**src/rtl/sdma_wport_ctrl_pkg.sv**
```systemverilog
// Shared definitions for the SDMA write-port controller.
//   - Destination port-id codes for the five write ports
//   - FSM state type used by sdma_wport_ctrl
//   - Default stall-watchdog limit (used when SDMA_WPORT_TIMEOUT_EN is defined)
// Widths come from `SDMA_CACHEDATAWIDTH and `SDMA_INST_DSTPORTIDWIDTH.
// Each macro gets a fallback value if the build does not supply it.
`ifndef SDMA_CACHEDATAWIDTH
`define SDMA_CACHEDATAWIDTH 32
`endif
`ifndef SDMA_INST_DSTPORTIDWIDTH
`define SDMA_INST_DSTPORTIDWIDTH 3
`endif

package sdma_wport_ctrl_pkg;

  localparam int unsigned DW     = `SDMA_CACHEDATAWIDTH;
  localparam int unsigned PIDW   = `SDMA_INST_DSTPORTIDWIDTH;
  localparam int unsigned NPORTS = 5;

  localparam logic [PIDW-1:0] PORT_AHB = 3'b000;
  localparam logic [PIDW-1:0] PORT_DC1 = 3'b100;
  localparam logic [PIDW-1:0] PORT_DC2 = 3'b101;
  localparam logic [PIDW-1:0] PORT_WC1 = 3'b110;
  localparam logic [PIDW-1:0] PORT_WC2 = 3'b111;

  localparam logic [7:0] WDOG_LIMIT = 8'd255;

  typedef enum logic [1:0] {
    ST_IDLE = 2'd0,
    ST_XFER = 2'd1,
    ST_DONE = 2'd2,
    ST_ERR  = 2'd3
  } wport_state_e;

endpackage

```
**src/rtl/sdma_wport_sel.sv**
```systemverilog
// Combinational destination-port decode.
//   port_id   : destination port id
//   wready    : per-port ready, bit order {wc2, wc1, dc2, dc1, ahb}
//   sel_ready : ready of the decoded port (0 for an illegal id)
//   we_sel    : one-hot port select, same bit order as wready (0 for an illegal id)
//   legal     : port id is one of the five defined ports
module sdma_wport_sel
  import sdma_wport_ctrl_pkg::*;
(
  input  logic [PIDW-1:0]   port_id,
  input  logic [NPORTS-1:0] wready,
  output logic              sel_ready,
  output logic [NPORTS-1:0] we_sel,
  output logic              legal
);

  always_comb begin
    we_sel = '0;
    legal  = 1'b1;
    case (port_id)
      PORT_AHB: we_sel[0] = 1'b1;
      PORT_DC1: we_sel[1] = 1'b1;
      PORT_DC2: we_sel[2] = 1'b1;
      PORT_WC1: we_sel[3] = 1'b1;
      PORT_WC2: we_sel[4] = 1'b1;
      default:  legal     = 1'b0;
    endcase
    sel_ready = |(we_sel & wready);
  end

endmodule

```
**src/rtl/sdma_wport_ctrl.sv**
```systemverilog
// SDMA write-port controller: takes one instruction (port, beat count), then
// moves that many words from a show-ahead FIFO to the selected write port.
// A beat fires when the FIFO is non-empty and the port is ready.
// Ports:
//   i_clk, i_rst                  clock, async active-high reset
//   i_inst_valid/o_inst_ready     instruction handshake (ready only in IDLE)
//   i_inst_dstportid, i_inst_len  destination port and beat count
//   i_fifo_rdata/empty, o_fifo_rd source FIFO (show-ahead)
//   o_inst_dstportid              latched destination (write-data mux select)
//   o_sdma_dportwdata             beat data (zero when no beat fires)
//   o_*_we / i_*_wready           per-port beat strobe / accept
//   o_wr_done, o_wr_err           one-cycle completion / reject-abort pulses
//   o_busy                        controller not idle
// Optional feature: define SDMA_WPORT_TIMEOUT_EN to enable an 8-bit stall
// watchdog that aborts a transfer whose port stays not-ready for 255 cycles.
`ifndef SDMA_CACHEDATAWIDTH
`define SDMA_CACHEDATAWIDTH 32
`endif
`ifndef SDMA_INST_DSTPORTIDWIDTH
`define SDMA_INST_DSTPORTIDWIDTH 3
`endif

module sdma_wport_ctrl
  import sdma_wport_ctrl_pkg::*;
#(
  parameter int unsigned LENW = 16
) (
  input  logic            i_clk,
  input  logic            i_rst,
  input  logic            i_inst_valid,
  output logic            o_inst_ready,
  input  logic [PIDW-1:0] i_inst_dstportid,
  input  logic [LENW-1:0] i_inst_len,
  input  logic [DW-1:0]   i_fifo_rdata,
  input  logic            i_fifo_empty,
  output logic            o_fifo_rd,
  output logic [PIDW-1:0] o_inst_dstportid,
  output logic [DW-1:0]   o_sdma_dportwdata,
  output logic            o_ahb_we,
  output logic            o_dc1_we,
  output logic            o_dc2_we,
  output logic            o_wc1_we,
  output logic            o_wc2_we,
  input  logic            i_ahb_wready,
  input  logic            i_dc1_wready,
  input  logic            i_dc2_wready,
  input  logic            i_wc1_wready,
  input  logic            i_wc2_wready,
  output logic            o_wr_done,
  output logic            o_wr_err,
  output logic            o_busy
);

  wport_state_e      state_q, state_d;
  logic [LENW-1:0]   cnt_q;
  logic [PIDW-1:0]   port_q;
  logic [NPORTS-1:0] wready;
  logic [NPORTS-1:0] we_sel;
  logic [NPORTS-1:0] we_unused;
  logic              sel_ready;
  logic              sel_legal_unused;
  logic              in_legal;
  logic              in_ready_unused;
  logic              accept;
  logic              fire;
  logic              wdog_trip;

  assign wready = {i_wc2_wready, i_wc1_wready, i_dc2_wready, i_dc1_wready, i_ahb_wready};

  // Decode of the latched port drives the beat strobes.
  sdma_wport_sel u_sel (
    .port_id   (port_q),
    .wready    (wready),
    .sel_ready (sel_ready),
    .we_sel    (we_sel),
    .legal     (sel_legal_unused)
  );

  // Decode of the incoming port only supplies the legality check at accept.
  sdma_wport_sel u_chk (
    .port_id   (i_inst_dstportid),
    .wready    (wready),
    .sel_ready (in_ready_unused),
    .we_sel    (we_unused),
    .legal     (in_legal)
  );

  assign accept = i_inst_valid && o_inst_ready;

`ifdef SDMA_WPORT_TIMEOUT_EN
  logic [7:0] wdog_q;
  logic       stall;

  // Only "data waiting, port refusing" counts; an empty FIFO is not a port fault.
  assign stall     = (state_q == ST_XFER) && !i_fifo_empty && !sel_ready;
  assign wdog_trip = stall && (wdog_q == WDOG_LIMIT - 8'd1);

  always_ff @(posedge i_clk or posedge i_rst) begin
    if (i_rst)      wdog_q <= '0;
    else if (stall) wdog_q <= wdog_q + 8'd1;
    else            wdog_q <= '0;
  end
`else
  assign wdog_trip = 1'b0;
`endif

  always_comb begin
    state_d      = state_q;
    o_inst_ready = 1'b0;
    o_wr_done    = 1'b0;
    o_wr_err     = 1'b0;
    fire         = 1'b0;
    case (state_q)
      ST_IDLE: begin
        o_inst_ready = !i_rst;
        if (i_inst_valid && !i_rst) begin
          if (!in_legal)             state_d = ST_ERR;
          else if (i_inst_len == '0) state_d = ST_DONE;
          else                       state_d = ST_XFER;
        end
      end
      ST_XFER: begin
        fire = !i_fifo_empty && sel_ready;
        if (fire && (cnt_q == LENW'(1))) state_d = ST_DONE;
        else if (wdog_trip)              state_d = ST_ERR;
      end
      ST_DONE: begin
        o_wr_done = 1'b1;
        state_d   = ST_IDLE;
      end
      ST_ERR: begin
        o_wr_err = 1'b1;
        state_d  = ST_IDLE;
      end
      default: state_d = ST_IDLE;
    endcase
  end

  always_ff @(posedge i_clk or posedge i_rst) begin
    if (i_rst) begin
      state_q <= ST_IDLE;
      cnt_q   <= '0;
      port_q  <= '0;
    end else begin
      state_q <= state_d;
      if (accept) begin
        cnt_q  <= i_inst_len;
        port_q <= i_inst_dstportid;
      end else if (fire) begin
        cnt_q <= cnt_q - LENW'(1);
      end
    end
  end

  assign o_fifo_rd         = fire;
  assign o_sdma_dportwdata = fire ? i_fifo_rdata : '0;
  assign o_ahb_we          = fire && we_sel[0];
  assign o_dc1_we          = fire && we_sel[1];
  assign o_dc2_we          = fire && we_sel[2];
  assign o_wc1_we          = fire && we_sel[3];
  assign o_wc2_we          = fire && we_sel[4];
  assign o_inst_dstportid  = port_q;
  assign o_busy            = (state_q != ST_IDLE);

endmodule

```
**config.mk**
```make
export PLATFORM = sky130hd
export DESIGN_NAME = sdma_wport_ctrl
export DESIGN_NICKNAME = d
export VERILOG_FILES = /design/src/rtl/sdma_wport_ctrl_pkg.sv /design/src/rtl/sdma_wport_sel.sv /design/src/rtl/sdma_wport_ctrl.sv
export SDC_FILE = /design/constraint.sdc
export NUM_CORES = 1
export LEC_CHECK = 0
export CELL_PAD_IN_SITES_DETAIL_PLACEMENT = 0
export CELL_PAD_IN_SITES_GLOBAL_PLACEMENT = 1
export CORE_AREA = 2 2 84 86
export DETAILED_ROUTE_END_ITERATION = 10
export DIE_AREA = 0 0 86 88
export PLACE_DENSITY_LB_ADDON = 0.1
export SETUP_SLACK_MARGIN = 0.02
export SLEW_MARGIN = 20
export SYNTH_ARGS = -nofsm -noshare
export SYNTH_HDL_FRONTEND = slang
export SYNTH_SLANG_ARGS = --single-unit
```
**constraint.sdc**
```tcl
create_clock -name i_clk -period 2.85 [get_ports i_clk]
set_clock_uncertainty 0.15 [all_clocks]
set_input_delay 0.7125 -clock i_clk [delete_from_list [all_inputs] [get_ports i_clk]]
set_output_delay 0.7125 -clock i_clk [all_outputs]
set_load 0.005 [all_outputs]
```
==> impl_metrics.tcl <==
# place-and-route summary
set metrics [dict create \
    r2r_cells 10 \
    drt_iter0_markers 122 \
    pre_cts_ws_ns -0.6072 \
    yosys.cell_types.count 49 \
    total_power_w 0.001872 \
    fmax_ghz 0.3547 \
    fillers 648 \
    overflow 0 \
    netlist_top_cells_count "and2_1 (33), nand2_1 (23), dfrtp_1 (21)" \
    clockRootBuffer "clkbuf_8" \
    synth_flops 21 \
    yosys.stat.seqShare_pct 32.51 \
    edf_count 0 \
    die-height_um 88 \
    dpl.hpwl_mm 4.420 \
    synthCells 194 \
    crit_chain "dlygate4sd2_1 > nor3b_2 > a21bo_2 > buf_4 > nor4_2 > buf_2" \
    area_delta_synth_final_pct 88.54 \
    worst_slack_ns 0.03058 \
    maxSlewHeadroom_pct 70.88 \
    maxUsedRoutingLayer "met4" \
    clock_net_power_w 0.000195 \
    power_frac_clock_pct 10.4 \
    r2r_setup_slack_ns 0.56 \
    tns_ns 0 \
    power_leader "combinational cells" \
    firstDrtPassIters 6 \
    ir_worst_vdd_v 0.0002235 \
    ys_sh_xor_pct 0.5418 \
    drcViolationCount 0 \
    design_area_sq_mm 0.003048 \
    synth_area_sq_mm 0.001617 \
    antenna_cells 0 \
    synth_warnings 0 \
    switching_share_pct 36.46 \
    core_sq_mm 0.006644 \
    die_x_um 86 \
    place_area_sq_mm 0.002798 \
    hold_start "state_q[1]$_DFFE_PP0P_" \
    drive_above_1_share_pct 33.33 \
    grt_max_degree 22 \
    switchingPower_w 0.0006826 \
    vias_per_cell 4.711 \
    logic_family "simple AND/OR/NAND/NOR gates" \
    tightest_slew_ns 0.4329 \
    p_seq_share_pct 29.9 \
    period_minus_slack_ns 2.819 \
    comb-power_w 0.00112 \
    synthArstFlopShare_pct 100.0 \
    place_inst 381 \
    pwr_density_cell_mw_per_mm2 614.2 \
    top_cell "and2_1" \
    syn_avg_cell_area_sq_um 8.333 \
    mostFrequentLayoutCells "clkdlybuf4s50_1 (60), buf_6 (25), nand2_1 (23), and2_4 (23), dfrtp_1 (20)" \
    status "complete, no violations" \
    fp_util_pct 24.33 \
    crit_path_end_kind "output pin" \
    syn_nets 256 \
    globalRouteMet1Util_pct 20.75 \
    adder_share_pct 1.548 \
    portBuffers 104 \
    grt_use_met2_pct 23.89 \
    antenna_found_initial 0 \
    holdWs_ns 0.3631 \
    largest_area_cell "dfrtp_1" \
    cts.sinks 21 \
    simple_gate_area_share_pct 36.22 \
    wirelength_met1_mm 2.602 \
    synth_stat.cells 194 \
    cts_buffers 3 \
    timing_hold_violations_final 0 \
    cap_violations 0 \
    gp_congestion 0.7747 \
    min_to "state_q[1]$_DFFE_PP0P_" \
    comb_power_share_pct 59.7 \
    critPathLaunchType "primary input" \
    final_util_pct 45.88 \
    power_sequential_w 0.000560 \
    critPathSlowestCell "a21bo_2" \
    hold-path-cell-count 1 \
    top_cell_area_share_pct 32.51 \
    grt_pass1_vias 1773 \
    critPathArrivalTime_ns 1.96 \
    pin_count 105 \
    final_common_cell "clkdlybuf4s50_1" \
    p_int_w 0.001189 \
    rsz0062_at_grt "yes" \
    total_leakage_power_nw 1.332 \
    hp-class "flip-flop to flip-flop" \
    topCellsByArea "dfrtp_1 (33%), and2_1 (13%), nand2_1 (5.3%)" \
    clk_pin_slew_ns 0.07 \
    flop_cell "dfrtp_1" \
    drv_slew 0 \
    path_class "primary input to output pin" \
    slowest_delay_ns 0.27 \
    die-area_sq_mm 0.007568 \
    wl_met3_um 262 \
    crit_required_ns 1.99 \
    met2_length_mm 2.848 \
    aoi_share_pct 18.27 \
    warnings 29 \
    ys_sh_mux_pct 3.715 \
    htreeDepth 1 \
    fin_cells 395 \
    clock_latency_ns 0.26 \
    grt_util_met3_pct 3.110 \
    setup_viol 0 \
    ys_chip_area_sq_mm 0.001617 \
    worstPathMaxFanout 6 \
    clockBufferDepth 2 \
    grt_first_pass_wirelength_mm 8.783 \
    tritoncts "done" \
    ant_nets 0 \
    period_used_pct 98.93 \
    reg2reg_from "o_inst_dstportid[0]$_DFFE_PP0P_" \
    timing.rr.end "cnt_q[11]$_DFFE_PP0P_" \
    busiest_layer "met2" \
    finalNetCount 378 \
]
-- area by class of cell --
type                            instances  area, sq um  share of cell area [%]
Timing Repair Buffer                  129         1281                   42.04
Multi-Input combinational cell        153         1060                   34.77
Clock buffer                            4        45.04                   1.478
Tap cell                               80        100.1                   3.284
Inverter                                8        35.03                   1.149
Sequential cell                        21        526.8                   17.28
-- sequential cells by signal, summed over array words and instances (netlist names) --
register	cells
cnt_q	16
o_inst_dstportid	3
state_q	2
-- cell families (layout without fill, tap and decap cells) --
family | after synthesis | count (layout)
multiplexers | 6 | 6
adder cells (fa/ha/maj) | 2 | 2
buffers and inverters | 20 | 141
AND/OR/NAND/NOR | 108 | 108
AND-OR/OR-AND | 36 | 36
XOR/XNOR | 1 | 1
flip-flops | 21 | 21
-- critical path: cells and delay by family --
family | cells | cell delay, ns
buf+inv | 3 | 0.58
simple gates | 2 | 0.40
compound gates | 1 | 0.27
-- how the worst max path moves through the flow --
| stage | start | endpoint | slack (ns) | cells past startpoint |
|---|---|---|---|---|
| finish | i_fifo_empty | o_ahb_we | 0.03 | 6 |
| detailed placement | i_dc2_wready | o_sdma_dportwdata[17] | -0.61 | 8 |
| floorplan | i_wc2_wready | o_sdma_dportwdata[13] | 0.23 | 8 |
| global placement | i_ahb_wready | o_sdma_dportwdata[26] | -0.60 | 8 |
| CTS | i_wc1_wready | o_sdma_dportwdata[10] | -0.02 | 10 |
| global route | o_inst_dstportid[1]$_DFFE_PP0P_ | o_sdma_dportwdata[6] | -0.005 | 8 |
-- timing repair --
item	4_1_cts	5_1_grt
setup buffers	6	2
endpoints found under the hold margin	0	0
gates resized	178	48
cloned	4	0
pin swaps	6	22
hold buffers	0	0
endpoints found under the setup margin	38	34
**Layout detail**

Window x 28 to 58, y 29 to 59 um. Cells in grey, sequential cells in the stronger grey; small squares are vias.
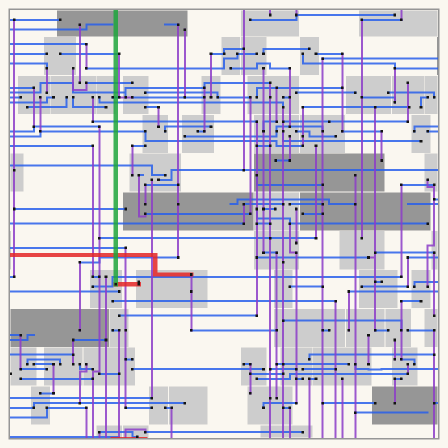
Key: green = met4; blue = met1; red = met3; purple = met2
49 logic cells have their middle in the window. Sequential cells in the window: 6. Most frequent: nand2_1 (6), dfrtp_1 (6). Netlist names of flops here include cnt_q (6).

**Metal layers overlaid**

Scale: 4 px per um. Two of the layers only.
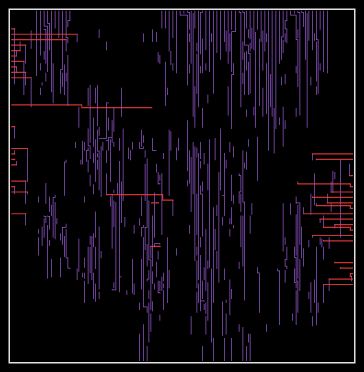
Key: purple = met2 [wire length 2,850 um]; red = met3 [wire length 262 um]
DR WL/cell: 14.52 um
via count: 1,861
gr usage total: 14.76%
final WL: 5.737 mm

**Routed metal per tile**

Scale: 3 px per um. 17 x 18 tiles, from dark purple (low) to yellow (high), scaled to the fullest tile. Values are wire area over tile area, all layers added.
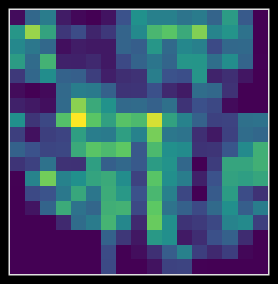
The mean over all tiles is 0.12. 16% of the tiles are nearly empty. 20% of the tiles are over half the peak. The fullest tile reaches 0.39.

**Placement view**

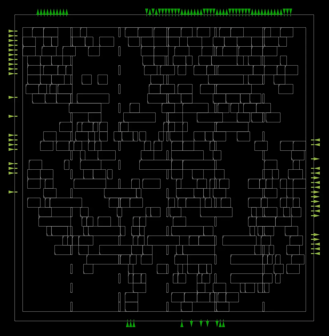
tapcell count: 80
row count: 30

